Design pipeline_hazard_ctrl_flat, sky130hd; sources not shown.
Fig. 1: run 1, cell outlines without signal wires
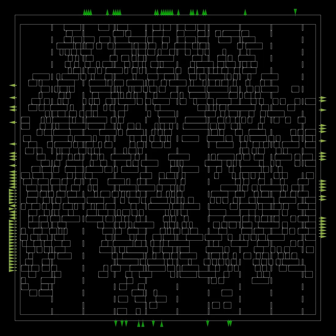
fin cells: 913
fin util: 40.2%

Fig. 2: run 1, sequential cells colored by netlist name
(4 px per um) Other sequential cells in the stronger gray, the rest of the logic in the fainter gray.
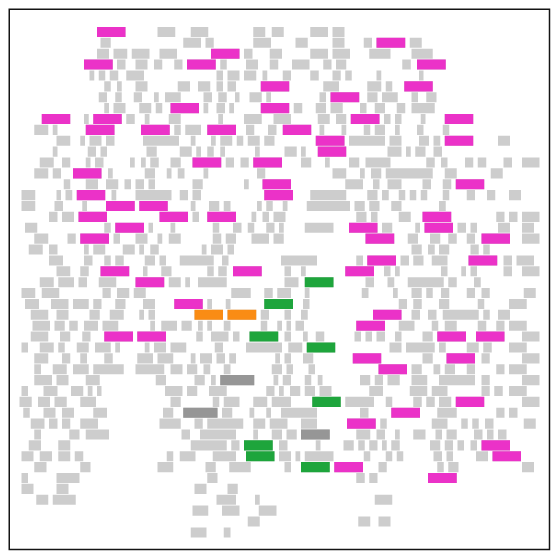
| name in the netlist | color | sequential cells |
|---|---|---|
| u_core.g_perf.cnt_reg | magenta | 64 |
| u_core.purge_cnt_reg | orange | 2 |
| u_core.wait_cnt_reg | green | 8 |
flop share of the area: 23.1%
register area: 1550 um2
P_seq: 0.00138 W

Fig. 3: run 1, wires at chosen ports, followed through buffers
(4 px per um)
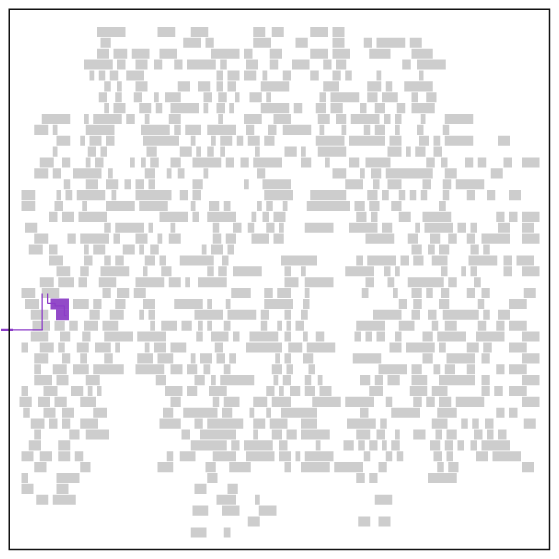
| port | color | bits | direction | edge | end cells | buffers | wire |
|---|---|---|---|---|---|---|---|
| hz_MEM_is_jal | purple | 1 | input | left | 2 | 1 | 26.6 um |
I/O pin cnt: 101
number of I/O port buffers: 100

==> results.json <==
{
  "ys_area_um2": 4440,
  "holdPathStages": 2,
  "finalCritPeriodShare_pct": 99.2,
  "insertedDiodeCount": 0,
  "area_leaders": "dfxtp_1 35%, and2_1 8.6%, a21oi_1 4.4%, nor2_1 4.4%, nand3_1 3.9%",
  "largest_reg_flops": 64,
  "power_leader": "the clock network",
  "synth_cell_types": 61,
  "layout_top_cell": "dfxtp_1",
  "wl_mm": 13.8,
  "fp_util_pct": 26.7,
  "antenna_found_initial": 0,
  "p_comb_share_pct": 16.2,
  "comb_cell_power_w": 0.000550,
  "cts_tree": "done",
  "ff_type": "dfxtp_1",
  "m1WireLength_mm": 6.31,
  "clkLatencyLatePin_ns": 0.34,
  "drv_slew": 0,
  "grt_pass1_vias": 4575,
  "grt_pass1_wl_mm": 22.5,
  "syn_area_per_cell_um2": 8.18,
  "fill_cells": 1971,
  "core_area_um2": 16600,
  "status": "finished clean",
  "ys_sh_xor_pct": 6.71,
  "fin_tns_setup_ns": 0,
  "dr.pass1.iters": 4,
  "ys_ff": 77,
  "syn2layout_area_growth_pct": 50.7
}
No activity file was given, so power comes from the tool's default toggle rates.
